### config.mk
export PLATFORM = sky130hd
export DESIGN_NAME = reg_scoreboard
export DESIGN_NICKNAME = d
export VERILOG_FILES = /design/src/rtl/reg_scoreboard.sv
export SDC_FILE = /design/constraint.sdc
export NUM_CORES = 1
export LEC_CHECK = 0
export ABC_AREA = 1
export ABC_CLOCK_PERIOD_IN_PS = 3500
export CORE_MARGIN = 2
export CORE_UTILIZATION = 30
export CTS_BUF_LIST = sky130_fd_sc_hd__clkbuf_8
export DETAILED_ROUTE_END_ITERATION = 12
export PLACE_DENSITY = 0.54
export RECOVER_POWER = 100
export REMOVE_ABC_BUFFERS = 1
export SETUP_SLACK_MARGIN = 0.1
export SYNTH_ARGS = -nofsm -noshare
export SYNTH_HDL_FRONTEND = slang
export SYNTH_SLANG_ARGS = --single-unit
export TNS_END_PERCENT = 30
### constraint.sdc
create_clock -name clk -period 3.5 [get_ports clk]
set_input_delay 0.7 -clock clk [delete_from_list [all_inputs] [get_ports clk]]
set_output_delay 0.7 -clock clk [all_outputs]
set_load 0.03 [all_outputs]
### src/rtl/reg_scoreboard.sv
// Register scoreboard for the ID stage.
// Each architectural register (except x0) has a small counter of writes that
// have issued but not yet been retired or killed. A non-zero count on a
// source register is a RAW hazard. A saturated count on the destination
// stalls issue so that the counter can never wrap.
module reg_scoreboard #(
    parameter int NumRegs  = 32,
    parameter int CntWidth = 2,
    parameter int RegBits  = $clog2(NumRegs)
) (
    input  logic                        clk,
    input  logic                        rst,
    input  logic [RegBits-1:0]          rs1,
    input  logic                        rs1_valid,
    input  logic [RegBits-1:0]          rs2,
    input  logic                        rs2_valid,
    input  logic [RegBits-1:0]          rd,
    input  logic                        rd_valid,
    input  logic                        issue,
    input  logic [RegBits-1:0]          retire_rd,
    input  logic                        retire_valid,
    input  logic [RegBits-1:0]          kill_rd,
    input  logic                        kill_valid,
    output logic                        dep_found,
    output logic [NumRegs-1:0]          busy,
    output logic [CntWidth+RegBits-1:0] inflight,
    output logic                        error
);

    localparam int InfW = CntWidth + RegBits;
    localparam logic [CntWidth-1:0] CntMax = '1;

    // Read view of every counter; entry 0 is tied to zero.
    logic [CntWidth-1:0] count [NumRegs];
    logic [NumRegs-1:0]  under;

    logic [InfW-1:0] inflight_reg;
    logic [InfW:0]   inflight_next;
    logic            error_reg;
    logic            inc;
    logic            dec_r;
    logic            dec_k;

    // Hazard check looks only at registered counts, so same-cycle
    // issue/retire/kill are not visible until the following cycle.
    always_comb begin
        dep_found = 1'b0;
        if (rs1_valid && rs1 != '0 && count[rs1] != '0) dep_found = 1'b1;
        if (rs2_valid && rs2 != '0 && count[rs2] != '0) dep_found = 1'b1;
        if (rd_valid  && rd  != '0 && count[rd] == CntMax) dep_found = 1'b1;
    end

    // An issue is only counted when it is not hazarded; writes to x0 vanish.
    assign inc   = issue && rd_valid && (rd != '0) && !dep_found;
    assign dec_r = retire_valid && (retire_rd != '0);
    assign dec_k = kill_valid && (kill_rd != '0);

    genvar gi;
    generate
        for (gi = 0; gi < NumRegs; gi++) begin : g_reg
            if (gi == 0) begin : g_zero
                assign count[gi] = '0;
                assign under[gi] = 1'b0;
                assign busy[gi]  = 1'b0;
            end else begin : g_track
                logic [CntWidth-1:0] cnt_reg;
                logic [CntWidth:0]   cnt_sum;
                logic                hit_i;
                logic                hit_r;
                logic                hit_k;

                assign hit_i = inc   && (rd == RegBits'(gi));
                assign hit_r = dec_r && (retire_rd == RegBits'(gi));
                assign hit_k = dec_k && (kill_rd == RegBits'(gi));

                // One extra bit: the top bit set means the net result went
                // negative (the positive range never reaches it).
                assign cnt_sum = {1'b0, cnt_reg}
                               + {{CntWidth{1'b0}}, hit_i}
                               - {{CntWidth{1'b0}}, hit_r}
                               - {{CntWidth{1'b0}}, hit_k};

                assign under[gi] = cnt_sum[CntWidth];
                assign count[gi] = cnt_reg;
                assign busy[gi]  = (cnt_reg != '0);

                // Per-register pending counter, clamped at zero on underflow.
                always_ff @(posedge clk) begin
                    if (rst) begin
                        cnt_reg <= '0;
                    end else if (cnt_sum[CntWidth]) begin
                        cnt_reg <= '0;
                    end else begin
                        cnt_reg <= cnt_sum[CntWidth-1:0];
                    end
                end
            end
        end
    endgenerate

    // Total outstanding writes uses the same net delta; top bit flags negative.
    assign inflight_next = {1'b0, inflight_reg}
                         + {{InfW{1'b0}}, inc}
                         - {{InfW{1'b0}}, dec_r}
                         - {{InfW{1'b0}}, dec_k};

    // Aggregate in-flight counter with clamp-to-zero.
    always_ff @(posedge clk) begin
        if (rst) begin
            inflight_reg <= '0;
        end else if (inflight_next[InfW]) begin
            inflight_reg <= '0;
        end else begin
            inflight_reg <= inflight_next[InfW-1:0];
        end
    end

    // Sticky protocol error: hazarded issue or any counter underflow.
    always_ff @(posedge clk) begin
        if (rst) begin
            error_reg <= 1'b0;
        end else if ((issue && dep_found) || (|under) || inflight_next[InfW]) begin
            error_reg <= 1'b1;
        end
    end

    assign inflight = inflight_reg;
    assign error    = error_reg;

endmodule

run_1/util_map.png
16 x 16 tiles, from black (low) to pale yellow (high), 0 to 100% covered.
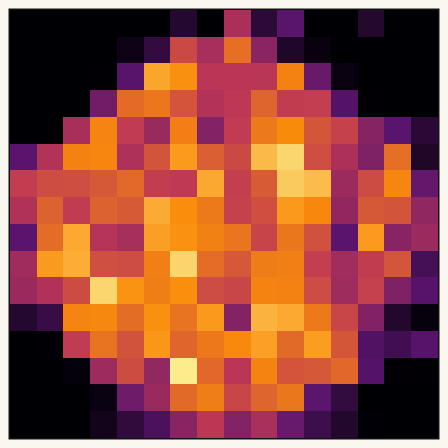
The densest ninth of the die: centre. The fullest tile reaches 96%. 21% of the tiles are nearly empty. The mean over all tiles is 41%. 11% of the tiles are over 75% full.
fraction of the core area covered by cells at the end of the flow: 45.8%
area of the core region: 0.0242 mm2

run_1/gates.png
Scale bar: 50 um.
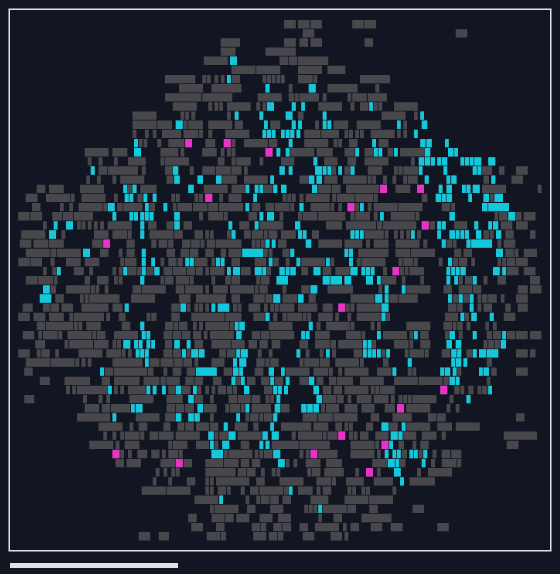
Cyan stands for nand cells, cells 365, most used nand2_1. Magenta stands for and/or cells, cells 19, most used or2_2.
final cell count without fillers: 1706
Comb area share: 52.3%
commonest non-fill, non-tap cell in the layout: sky130_fd_sc_hd__nand2_1

run_1/placed.png
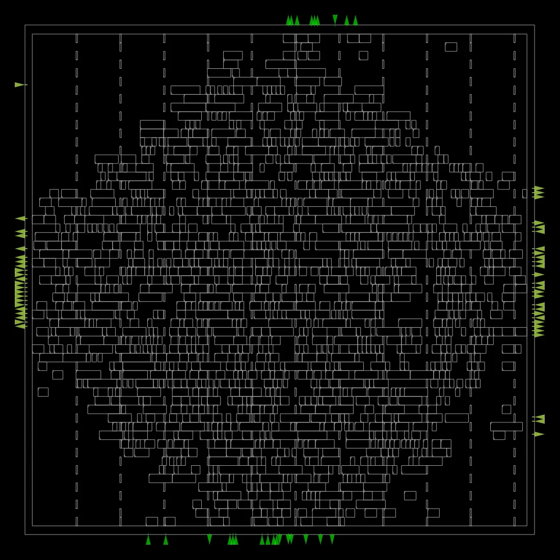
tap cell count: 324
number of filler cells placed in the layout: 2421

run_1/port_trees.png
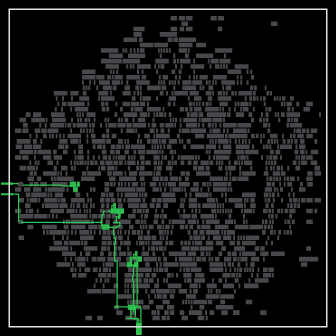
Green stands for `kill_rd`, bits 5, direction input, edge 3 bottom, 2 left, end cells 17, buffers 9, wire 305 um.
Buffers on Ports: 72
io pins: 74

==> run notes, run 1 <==
Synthesis and place-and-route results.

- The flow ran to the end, and the final reports show no timing, DRC or antenna violations.
- The average instance in the mapped netlist occupies 6.52 um2.
- Measured on the final layout, the clock distribution area share stands at 1.80%.
- The number of max-cap violations is 0.
- Per the post-place timing report, worst setup slack is -1040 ps.
- Hold-check failures listed in the final report amount to 0.
- The critical path crosses 27 cells after its start point.
- Timing would allow up to 292 MHz.
- Per the detail_route report, routed wire per instance is 16.7 um.
- The design draws 3.04 mW.
- The first global-routing pass estimated 43400 um of wire.
- The dominant cell type by count on the critical path is sky130_fd_sc_hd__nand2_1.
- The library cell with the largest summed area after synthesis is sky130_fd_sc_hd__dfxtp_1.
- The ratio of cells with drive above 1 in the final layout is 30.8%.
- The clock network burns 23.4% of the power.
- The total of clock buffers placed in the layout is 10.
- Sorting the synthesized cells by how often they occur yields sky130_fd_sc_hd__nand2_1, sky130_fd_sc_hd__inv_1, sky130_fd_sc_hd__nor2_1, sky130_fd_sc_hd__ha_1, sky130_fd_sc_hd__nand3_1.
- The cell area after placement is 0.00965 mm2.
- The total length of routed met3 wires is 1970 um.
- Looking at the VDD voltage map, the peak drop is 0.000454 V.
- Total global-route track usage over all layers is 22.4%.
- The number of setup buffers added after CTS is 19.
- The reg-to-reg startpoint is g_reg[30].g_track.cnt_reg[0]$_SDFF_PP0_.
- Leaving out buffers and inverters, the combinational logic in the layout accounts for 0.00579 mm2.
- The detailed router finished its first iteration with 508 violations.
- The pin count of the biggest net entering global routing is 18.
- The areal power density over the cells is 275 mW/mm2.
- Of all power groups, the one with the highest power is combinational logic.
- The synthesized netlist devotes 32.7% of its cell area to simple gates.
- According to the cell report, flip-flops and latches in the layout number 70.
- The type of the worst setup path is in2reg.
- The part of the total power dissipated in sequential elements is 29.5%.
- The routability congestion estimate from global placement is 1.07.
- In the per-layer summary, the met1 wirelength comes to 12500 um.
- In the log, the iteration count for the first detailed-route pass is 5.
- Counting both buffers and inverters, the worst setup path holds a total of 7.
- The post-CTS hold buffer count recorded in the log is 0.
- Per the OpenROAD floorplan log, the width of the die is 161 um.
- The final antenna diode tally reported by the flow is 0.
- The most critical hold endpoint after final layout shows a slack of 766 ps.
- The static power due to leakage is 5.71 nW.
- The post-layout minimum cycle time is 3430 ps.
- The clock slew seen by the registers of the worst setup and hold paths is 80 ps.
- The chip occupies 0.0258 mm2.
- The signal arrival time at the worst endpoint is 3700 ps.
- For reference, XOR and XNOR gates occupy 4.05% of the area reported after synthesis.
- Setup repair after global routing could not meet its margin everywhere.
- The met1 usage in global routing is 29.0%.
- The data required time at the worst endpoint is 3770 ps.
- Between clock sinks in the finished design, the worst skew comes to 12.3 ps.
- The via count of the first global-routing pass is 8003.
- For this run the detailed placement stage logged an HPWL of 22900 um.
- The global routing met2 resource utilization is 36.1%.
- The worst-case hold path end point is inflight[6]$_SDFF_PP0_.
- The post-synthesis compound-gate area fraction is 3.59%.
- The global-route congestion overflow total is 0.
- Routed signal wires occupy layers up through met4.
- The worst-path maximum fanout is 9.
- Yosys reports a chip area of 0.00736 mm2.
- The clock latency reported for the late side of the worst-skew pair is 390 ps.
- The power of the combinational group is 1.43 mW.
- Counting plain and timing-repair buffers in the layout gives 264.
- The report lists the number of standard-cell rows as 57.
- The switching fraction of total power is 40.2%.
- The area overhead of the layout relative to synthesis is 50.4%.
- For this design, the slowest cell found on the critical path is sky130_fd_sc_hd__nor4_2.
- In this run, distinct cell masters in the synthesized netlist total 29.
- The total setup violations reported at the end of the flow is 0.
- The worst stage delay on the critical path is 220 ps.
- The start point of the worst hold path is inflight[5]$_SDFF_PP0_.
- The total vias in the final route is 7893.
- Setup total negative slack on the finished layout was measured at 0 ps.
- The detailed placer reported the number of placed instances as 1661.
- The storage element area is 0.00141 mm2.
- The buffer depth of the longest clock path is 2.
- The share of total power dissipated in combinational logic is 47.2%.
- The biggest cell category by area in the final layout is multi-input combinational cells.
- The commonest register cell is sky130_fd_sc_hd__dfxtp_1.
- The end of the worst register-to-register path is error$_SDFFE_PP0P_.
- The fraction of post-synthesis cell area in the top cell type by area is 19.0%.
- The share of flip-flops with an asynchronous set or reset is 0%.
- The initial antenna violation count is 0.
- Per the detailed-route log, wirelength across all metal layers totals 28600 um.
- After synthesis, flip-flops and latches occupy 19.0% of the total area.
- The starting density of the core is 30.4%.
- The synthesized netlist cell count is 1128.
- The level count of the clock H-tree is 3.
- The flip-flop count of the largest register after layout is 62.
- OpenSTA lists the critical path endpoint as error$_SDFFE_PP0P_.
- The final net count is 1544.
- The via density per instance is 4.63.
- The detailed-route DRC error count is 0.
- After detailed routing, the met2 layer carries 12900 um of wire.
- The internal power of the cells is 1.82 mW.
- The largest delay contributor family on the critical path is simple AND/OR/NAND/NOR gates.
- The synthesized netlist occupies a cell area of 0.00736 mm2.
- STA shows the worst reg2reg path with a cell count of 25.
- The cell depth of the worst min-delay path is 4.
- The main area contributors are sky130_fd_sc_hd__dfxtp_1, sky130_fd_sc_hd__ha_1, sky130_fd_sc_hd__nand2_1.
- The worst slew margin relative to its limit is 57.6%.
- The launching element type of the critical path is a primary input.
- Checking hold timing, the worst path is listed with class reg2reg.
- The total number of multi-input combinational cells is 790.
- The number of warning messages in the logs is 26.
- The total clock network power is 0.711 mW.
- Summed over all sequential cells, the power is 0.895 mW.
- The post-synth tally of flip-flops with integrated enable is 0.
- The adder-cell share of the synthesized area is 26.1%.
- The fraction of cell area in non-clock buffers is 21.2%.
- The sequential cell area share is 12.7%.
- The beginning of the critical path is rd[0].
- The chip height is 161 um.
- The top logic cell family in the synthesized netlist is simple AND/OR/NAND/NOR gates.
- The reg2reg setup slack is 160 ps.
- Yosys reports the multiplexer fraction of the synthesized area as 0%.
- For this run, global-route usage on met3 was measured as 4.31%.
- The endpoint kind of the worst setup timing path is a register.
- The design area is 0.0111 mm2.
- The number of warnings reported in the yosys synthesis log is 0.
- The TritonCTS buffer count is 9.
- Setup slack closes at 74.9 ps.
- Leaving out fill and tap cells, the most frequent cells in the layout are sky130_fd_sc_hd__nand2_1, sky130_fd_sc_hd__inv_1, sky130_fd_sc_hd__buf_4, sky130_fd_sc_hd__nor2_1.
- The final layout report lists a non-clock inverter count of 242.
- The CTS tree is built.
- The tally of nets with antenna violations remaining after routing is 0.
- The post-synthesis cell count from yosys is 1128.
- The transition time recorded at the tightest slew-check pin is 634 ps.
- Pins over their slew limit in the final report were tallied at 0.
- The clock sink count is 70.
- The analysis attributes to net switching a power of 1.22 mW.
- The share of the clock period used by the worst path after layout is 97.9%.
- The clock tree root driver cell is sky130_fd_sc_hd__clkbuf_8.
- The most repeated cell in the gate-level netlist after synthesis is sky130_fd_sc_hd__nand2_1.
- The number of gates resized after CTS was 184.
- The number of flip-flops and latches in the synthesized netlist is 70.
==> run 2, diff against run 1 <==
- ABC_CLOCK_PERIOD_IN_PS: 3500 -> 3600
- PLACE_DENSITY: 0.54 -> 0.52
- clock period: 3.5 -> 3.6 ns (I/O delays scaled with it)
run_2/port_trees.png
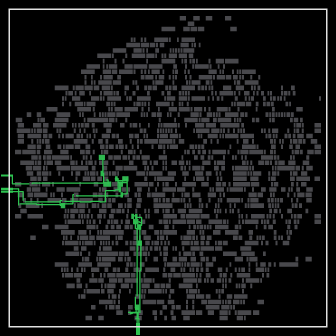
Green stands for `kill_rd`, bits 5, direction input, edge 3 left, 2 bottom, end cells 17, buffers 10, wire 367 um.

==> run notes, run 2 <==
Synthesis and place-and-route results.

- The via density per instance is 4.61 (-0.45%).
- The routability congestion estimate from global placement is 0.955 (-11%).
- The number of detailed-route iterations in the first pass was 6 (+1).
- The met1 routed wirelength after detailed routing is 12500 um (about the same).
- The share of flip-flops with an asynchronous set or reset is 0% (unchanged).
- The post-synthesis cell count from yosys is 1128 (unchanged).
- The post-synthesis compound-gate area fraction was 3.59% (unchanged).
- The final net count is 1532 (-0.78%).
- The type of the worst min-delay path is reg2reg.
- The clock slew seen by the registers of the worst setup and hold paths is 80 ps (about the same).
- The number of max-cap violations is 0 (unchanged).
- In the hold report, the worst path ends at inflight[6]$_SDFF_PP0_.
- The library cell with the largest summed area after synthesis is sky130_fd_sc_hd__dfxtp_1.
- The power of the combinational group is 1.50 mW (+5%).
- The cell depth of the worst flop-to-flop path is 23 (-8.0%).
- The simple-gate area share of the yosys netlist is 32.7% (unchanged).
- The number of flip-flops and latches in the synthesized netlist is 70 (unchanged).
- The logic share of the area is 49.7% (-2.6 points).
- The synthesized area came to 0.00736 mm2 (unchanged).
- The detailed-route DRC error count is 0 (unchanged).
- The number of non-clock buffers is 253 (-4.2%).
- The total die size is 0.0258 mm2 (unchanged).
- The part of the total power dissipated in sequential elements is 27.2% (-2.3 points).
- The pre-CTS setup slack is -1170 ps (-126 ps).
- The total of fill cells in the finished design came to 2533 (+4.6%).
- The depth of the critical timing path with buffers and inverters included is 17 (-37%).
- The critical path in this run is classified as in2reg.
- The switching fraction of total power came to 37.3% (-3.0 points).
- The signal arrival time at the worst endpoint is 3800 ps (+100 ps).
- The multiplexer area fraction after synthesis came to 0% (unchanged).
- The tally of nets with antenna violations remaining after routing is 0 (unchanged).
- The reg2reg setup slack was 200 ps (+40 ps).
- The die outline width was 161 um (unchanged).
- The static power due to leakage came to 5.72 nW (+0.22%).
- The post-cts repair resize count is 131 (-29%).
- The total clock network power is 0.837 mW (+18%).
- The total power draw is 3.21 mW (+5.5%).
- The number of hold-repair buffers added at the cts stage came to 0 (unchanged).
- The biggest slice of the area belongs to multi-input combinational cells.
- The endpoint kind of the worst setup timing path is a register.
- The run finished with clean final reports.
- The total of clock buffers placed in the layout came to 11 (+1).
- In the layout the commonest cells are sky130_fd_sc_hd__nand2_1, sky130_fd_sc_hd__inv_1, sky130_fd_sc_hd__buf_4, sky130_fd_sc_hd__nor2_1, sky130_fd_sc_hd__ha_1.
- The number of warnings reported in the yosys synthesis log is 0 (unchanged).
- The total number of multi-input combinational cells is 789 (-0.13%).
- The commonest register cell after synthesis is sky130_fd_sc_hd__dfxtp_1.
- The reg-to-reg startpoint is g_reg[19].g_track.cnt_reg[0]$_SDFF_PP0_.
- Among all stages on the critical path, the largest delay is contributed by sky130_fd_sc_hd__clkdlybuf4s50_1.
- The detail-routed net length per standard cell was 16.6 um (-0.59%).
- The wire length of the first global-routing pass is 43200 um (-0.67%).
- The number of I/O pins was 74 (unchanged).
- The cell depth of the worst min-delay path is 4 (unchanged).
- The internal power of the cells is 2.01 mW (+11%).
- The sum of negative setup slack is 0 ps (unchanged).
- For the finished layout, the period the worst path requires is 3530 ps.
- The floorplan core area came to 0.0242 mm2 (unchanged).
- The areal power density over the cells is 308 mW/mm2 (+12%).
- The adder-cell share of the synthesized area came to 26.1% (unchanged).
- The number of endpoints with negative hold slack in the final report came to 0 (unchanged).
- Setup repair after global routing could not meet its margin everywhere.
- The sequential cell area share is 13.5% (+0.78 points).
- The TritonCTS buffer count is 9 (unchanged).
- The number of warning messages in the logs is 26 (unchanged).
- The utilization after layout was 43.0% (-2.8 points).
- The post-route clock skew came to 17.1 ps (+4.84 ps).
- In the power breakdown, the biggest contributor is combinational logic.
- The smallest setup slack after layout was 65.2 ps (-9.76 ps).
- The cell area after placement is 0.00956 mm2 (-0.93%).
- The post-synthesis xor/xnor area fraction was 4.05% (unchanged).
- The data required time at the worst endpoint was 3870 ps (+100 ps).
- Looking at the gate-level netlist, the highest instance count belongs to sky130_fd_sc_hd__nand2_1.
- The pin count of the biggest net entering global routing is 19 (+1).
- The number of cells after detailed placement was 1649 (-0.72%).
- Looking at the global route congestion table, the highest-usage layer is met2.
- The flop count is 70 (unchanged).
- The total length of routed met3 wires came to 1870 um (-5.3%).
- The number of distinct library cells after synthesis is 29 (unchanged).
- The number of post-CTS setup repair buffers is 22 (+3).
- The violation count after the first detailed-route iteration came to 491 (-3.3%).
- The yosys synthesis chip area came to 0.00736 mm2 (unchanged).
- The start point of the worst hold path is inflight[5]$_SDFF_PP0_.
- The worst-path maximum fanout is 5 (-4).
- The storage element area came to 0.00140 mm2 (-0.27%).
- The length of routed met2 wiring was 13000 um (+1.3%).
- The fraction of post-synthesis cell area in the top cell type by area was 19.0% (unchanged).
- The number of core rows was 57 (unchanged).
- The buffer and inverter count on the worst path came to 5 (-2).
- The fraction of cell area in non-clock buffers is 21.6% (+0.41 points).
- The final routed wirelength across all metal layers came to 28200 um (-1.3%).
- The flip-flop count of the largest register after layout is 62 (unchanged).
- The share of the clock period used by the worst path after layout is 98.2%.
- The post-synth tally of flip-flops with integrated enable is 0 (unchanged).
- The design area is 0.0104 mm2 (-6.0%).
- The chip height is 161 um (unchanged).
- The beginning of the critical path is retire_valid.
- The post-synthesis area per instance came to 6.52 um2 (unchanged).
- The multi-input logic area came to 0.00517 mm2 (-11%).
- The uppermost signal routing layer after detailed routing is met4.
- The launching element type of the critical path is a primary input.
- The placed wire-length estimate after detailed placement is 22900 um (-0.17%).
- The flip-flop and latch power is 0.871 mW (-2.7%).
- The buffer depth of the longest clock path is 2 (unchanged).
- The top cell type in the final layout, fill and taps aside, is sky130_fd_sc_hd__nand2_1.
- The layout inverter count without the clock tree is 242 (unchanged).
- The kind of cell with the highest combined delay along the critical path is buffers and inverters.
- The via count of the first global-routing pass is 7705 (-3.7%).
- The capture point of the worst register-to-register path is recorded as error$_SDFFE_PP0P_.
- The total vias in the final route is 7802 (-1.2%).
- The met1 usage in global routing came to 29.6% (+0.59 points).
- The top logic cell family in the synthesized netlist is simple AND/OR/NAND/NOR gates.
- The total setup violations reported at the end of the flow is 0 (unchanged).
- The share of total power in the clock network came to 26.1% (+2.7 points).
- The global routing met2 resource utilization was 37.5% (+1.4 points).
- The final max-slew violation count is 0 (unchanged).
- The starting density of the core came to 30.4% (unchanged).
- The net switching power figure is 1.20 mW (-2.3%).
- The clock latency reported for the late side of the worst-skew pair was 380 ps (about the same).
- The smallest hold slack is 739 ps (-27.1 ps).
- The CTS tree is built.
- The global-route track usage on met3 came to 2.53% (-1.8 points).
- The number of antenna diodes is 0 (unchanged).
- The share of power burned in combinational logic is 46.7% (-0.5 points).
- The fraction of the yosys area taken by sequential cells came to 19.0% (unchanged).
- The most critical setup path has its endpoint at error$_SDFFE_PP0P_.
- The initial antenna violation count is 0 (unchanged).
- Compared with the post-synthesis result, the final layout area differs by 41.3%.
- The tally of non-filler cells in the final layout is 1694 (-0.70%).
- Sorting the synthesized cells by area gives the leading types as sky130_fd_sc_hd__dfxtp_1, sky130_fd_sc_hd__ha_1, sky130_fd_sc_hd__nand2_1.
- The level count of the clock H-tree is 3 (unchanged).
- Ranked by instance count, the synthesized netlist is headed by sky130_fd_sc_hd__nand2_1, sky130_fd_sc_hd__inv_1, sky130_fd_sc_hd__nor2_1, sky130_fd_sc_hd__ha_1, sky130_fd_sc_hd__nand3_1.
- Static timing analysis puts the maximum clock frequency at 283 MHz.
- The dominant cell type by count on the critical path is sky130_fd_sc_hd__buf_4.
- The global-route total usage across every layer is 22.1% (-0.24 points).
- The peak supply drop came to 0.000417 V (-8.3%).
- The tapcell count is 324 (unchanged).
- The ratio of cells with drive above 1 in the final layout is 23.1% (-7.7 points).
- The cell sitting at the root of the clock tree is a sky130_fd_sc_hd__clkbuf_8.
- The worst stage delay on the critical path is 560 ps (+340 ps).
- The clock sink count came to 70 (unchanged).
- The count of input and output buffers came to 72 (unchanged).
==> run 3, diff against run 2 <==
- CORE_ASPECT_RATIO: not set -> 2
- REMOVE_ABC_BUFFERS: 1 -> not set
run_3/placed.png
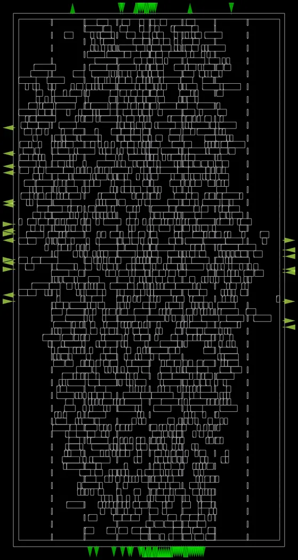
FP Rows: 81
number of flip-flops and latches: 70

==> run notes, run 3 <==
Synthesis and place-and-route results.

- The logic share of the area came to 50.0% (+0.32 points).
- The smallest hold slack is 757 ps (+18.0 ps).
- The pre-CTS setup slack is -1080 ps (+90.0 ps).
- The beginning of the critical path is rd[0].
- The multiplexer area fraction after synthesis is 0% (unchanged).
- The global-route total usage across every layer is 24.0% (+1.9 points).
- The busiest layer in global routing is met2.
- The total vias in the final route is 8064 (+3.4%).
- The most common logic cells in the final layout are sky130_fd_sc_hd__nand2_1, sky130_fd_sc_hd__inv_1, sky130_fd_sc_hd__buf_4, sky130_fd_sc_hd__nor2_1, sky130_fd_sc_hd__ha_1.
- The global-route track usage on met3 is 3.66% (+1.1 points).
- The post-synthesis cell count from yosys is 1128 (unchanged).
- The clock sink count was 70 (unchanged).
- The tally of non-filler cells in the final layout is 1683 (-0.65%).
- Sorting the Yosys area breakdown by cell type puts at the top sky130_fd_sc_hd__dfxtp_1.
- The routability congestion estimate from global placement is 1.00 (+5.3%).
- The wire length of the first global-routing pass came to 45300 um (+4.9%).
- The clock tree root driver cell is sky130_fd_sc_hd__clkbuf_8.
- The share of total power in the clock network is 22.1% (-4.0 points).
- The tally of nets with antenna violations remaining after routing is 0 (unchanged).
- The detailed-route DRC error count is 0 (unchanged).
- The length of routed met2 wiring was 16400 um (+26%).
- The ratio of cells with drive above 1 in the final layout is 24.8% (+1.7 points).
- The post-synthesis area per instance is 6.52 um2 (unchanged).
- The final routed wirelength across all metal layers came to 30500 um (+8.3%).
- For reference, the top cells by area after synthesis are sky130_fd_sc_hd__dfxtp_1, sky130_fd_sc_hd__ha_1, sky130_fd_sc_hd__nand2_1.
- The most used logic cell in the final layout is sky130_fd_sc_hd__nand2_1.
- The synthesized area is 0.00736 mm2 (unchanged).
- The worst-case hold path end point is inflight[1]$_SDFF_PP0_.
- The total of clock buffers placed in the layout is 12 (+1).
- The number of warnings reported in the yosys synthesis log came to 0 (unchanged).
- The utilization after layout is 43.1% (+0.055 points).
- The post-synthesis compound-gate area fraction is 3.59% (unchanged).
- The depth of the critical timing path with buffers and inverters included is 19 (+2).
- The post-layout minimum cycle time is 3500 ps (-39.1 ps).
- The run finished with clean final reports.
- The number of cells after detailed placement is 1635 (-0.85%).
- The CTS tree is built.
- The chip height is 226 um (+40%).
- The post-synthesis xor/xnor area fraction came to 4.05% (unchanged).
- The simple-gate area share of the yosys netlist is 32.7% (unchanged).
- The sequential cell area share is 13.4% (-0.098 points).
- The net switching power figure is 1.18 mW (-1.1%).
- The cell depth of the worst flop-to-flop path is 25 (+8.7%).
- The power of the combinational group was 1.41 mW (-6%).
- The starting density of the core is 30.3% (-0.18 points).
- The multi-input logic area is 0.00524 mm2 (+1.4%).
- The number of I/O pins came to 74 (unchanged).
- The share of power burned in combinational logic is 48.3% (+1.6 points).
- The maximum clock rate is 286 MHz (+1.1%).
- The cell count after synthesis came out at 1128.
- The number of antenna diodes is 0 (unchanged).
- The buffer and inverter count on the worst path is 10 (+5).
- In the synthesized netlist the dominant register cell turns out to be sky130_fd_sc_hd__dfxtp_1.
- The flip-flop and latch power is 0.868 mW (about the same).
- The buffer depth of the longest clock path is 2 (unchanged).
- On the critical path, the stage with the largest delay is an instance of sky130_fd_sc_hd__o21ai_2.
- The flip-flop count of the largest register after layout is 62 (unchanged).
- The violation count after the first detailed-route iteration is 318 (-35%).
- The smallest setup slack after layout was 104 ps (+39.1 ps).
- The number of non-clock buffers was 276 (+9.1%).
- The total clock network power is 0.647 mW (-23%).
- The commonest cells after synthesis are sky130_fd_sc_hd__nand2_1, sky130_fd_sc_hd__inv_1, sky130_fd_sc_hd__nor2_1, sky130_fd_sc_hd__ha_1, sky130_fd_sc_hd__nand3_1.
- The TritonCTS buffer count is 9 (unchanged).
- By area, the class that comes first in the final layout consists of multi-input combinational cells.
- The post-synth tally of flip-flops with integrated enable came to 0 (unchanged).
- The number of endpoints with negative hold slack in the final report is 0 (unchanged).
- The switching fraction of total power is 40.3% (+3.1 points).
- Setup repair after global routing could not meet its margin everywhere.
- The number of flip-flops and latches in the synthesized netlist was 70 (unchanged).
- The adder-cell share of the synthesized area is 26.1% (unchanged).
- The type of the worst min-delay path is reg2reg.
- The share of flip-flops with an asynchronous set or reset is 0% (unchanged).
- The final net count is 1555 (+1.5%).
- The post-cts repair resize count was 122 (-6.9%).
- The signal arrival time at the worst endpoint is 2780 ps (-1020 ps).
- The cell area after placement came to 0.00971 mm2 (+1.5%).
- The fraction of the yosys area taken by sequential cells is 19.0% (unchanged).
- Among the non-sequential cells, simple AND/OR/NAND/NOR gates take the most area.
- Grouping stages by cell kind, the critical path spends the most delay in buffers and inverters.
- The via count of the first global-routing pass is 8205 (+6.5%).
- The number of detailed-route iterations in the first pass came to 5 (-1).
- The share of the clock period used by the worst path after layout is 97.1% (-1.1 points).
- The worst stage delay on the critical path was 170 ps (-390 ps).
- After detailed routing, no signal wire sits above met4.
- The clock latency reported for the late side of the worst-skew pair was 400 ps (+20 ps).
- The tapcell count is 290 (-10%).
- The reg2reg setup slack is 240 ps (+40 ps).
- The end of the worst register-to-register path is error$_SDFFE_PP0P_.
- In the power breakdown, the biggest contributor is combinational logic.
- The total of fill cells in the finished design is 2554 (+0.83%).
- The clock slew seen by the registers of the worst setup and hold paths is 80 ps (about the same).
- The static power due to leakage was 5.77 nW (+0.86%).
- The total length of routed met3 wires is 1240 um (-34%).
- The fraction of cell area in non-clock buffers is 22.6% (+0.99 points).
- Following the worst setup path forward leads to its endpoint at dep_found.
- The post-route clock skew is 13.1 ps (-4.00 ps).
- The design area came to 0.0105 mm2 (+0.73%).
- The layout inverter count without the clock tree was 242 (unchanged).
- The detail-routed net length per standard cell was 18.1 um (+9.0%).
- The total setup violations reported at the end of the flow came to 0 (unchanged).
- The count of input and output buffers came to 72 (unchanged).
- The global routing met2 resource utilization came to 44.0% (+6.4 points).
- The initial antenna violation count came to 0 (unchanged).
- Per the timing report, the most critical flop-to-flop path originates at g_reg[26].g_track.cnt_reg[0]$_SDFF_PP0_.
- The pin count of the biggest net entering global routing is 24 (+5).
- The floorplan core area is 0.0243 mm2 (+0.61%).
- STA classifies the critical path startpoint as a primary input.
- STA classifies the critical path endpoint as a primary output.
- The number of warning messages in the logs was 27 (+3.8%).
- The placed wire-length estimate after detailed placement is 25200 um (+10%).
- The number of post-CTS setup repair buffers was 22 (unchanged).
- The fraction of post-synthesis cell area in the top cell type by area is 19.0% (unchanged).
- The number of distinct library cells after synthesis came to 29 (unchanged).
- The met1 usage in global routing was 22.4% (-7.2 points).
- The yosys synthesis chip area is 0.00736 mm2 (unchanged).
- The met1 routed wirelength after detailed routing is 9730 um (-22%).
- The timing report shows the most common cell along the critical path to be sky130_fd_sc_hd__buf_4.
- From synthesis to final layout, the design area changed by 42.3%.
- The number of max-cap violations came to 0 (unchanged).
- The total die size came to 0.0259 mm2 (+0.29%).
- The total number of multi-input combinational cells came to 789 (unchanged).
- The data required time at the worst endpoint is 2880 ps (-990 ps).
- The total power draw is 2.93 mW (-8.6%).
- The level count of the clock H-tree is 3 (unchanged).
- The final max-slew violation count is 0 (unchanged).
- The peak supply drop came to 0.000466 V (+12%).
- The type of the worst setup path is in2out.
- The storage element area is 0.00140 mm2 (unchanged).
- The part of the total power dissipated in sequential elements is 29.6% (+2.4 points).
- The number of hold-repair buffers added at the cts stage is 0 (unchanged).
- The cell depth of the worst min-delay path is 4 (unchanged).
- The via density per instance is 4.79 (+4.0%).
- The most repeated cell in the gate-level netlist after synthesis is sky130_fd_sc_hd__nand2_1.
- The sum of negative setup slack was 0 ps (unchanged).
- The start point of the worst hold path is inflight[6]$_SDFF_PP0_.
- The areal power density over the cells is 280 mW/mm2 (-9.3%).
No activity file was given, so power comes from the tool's default toggle rates.
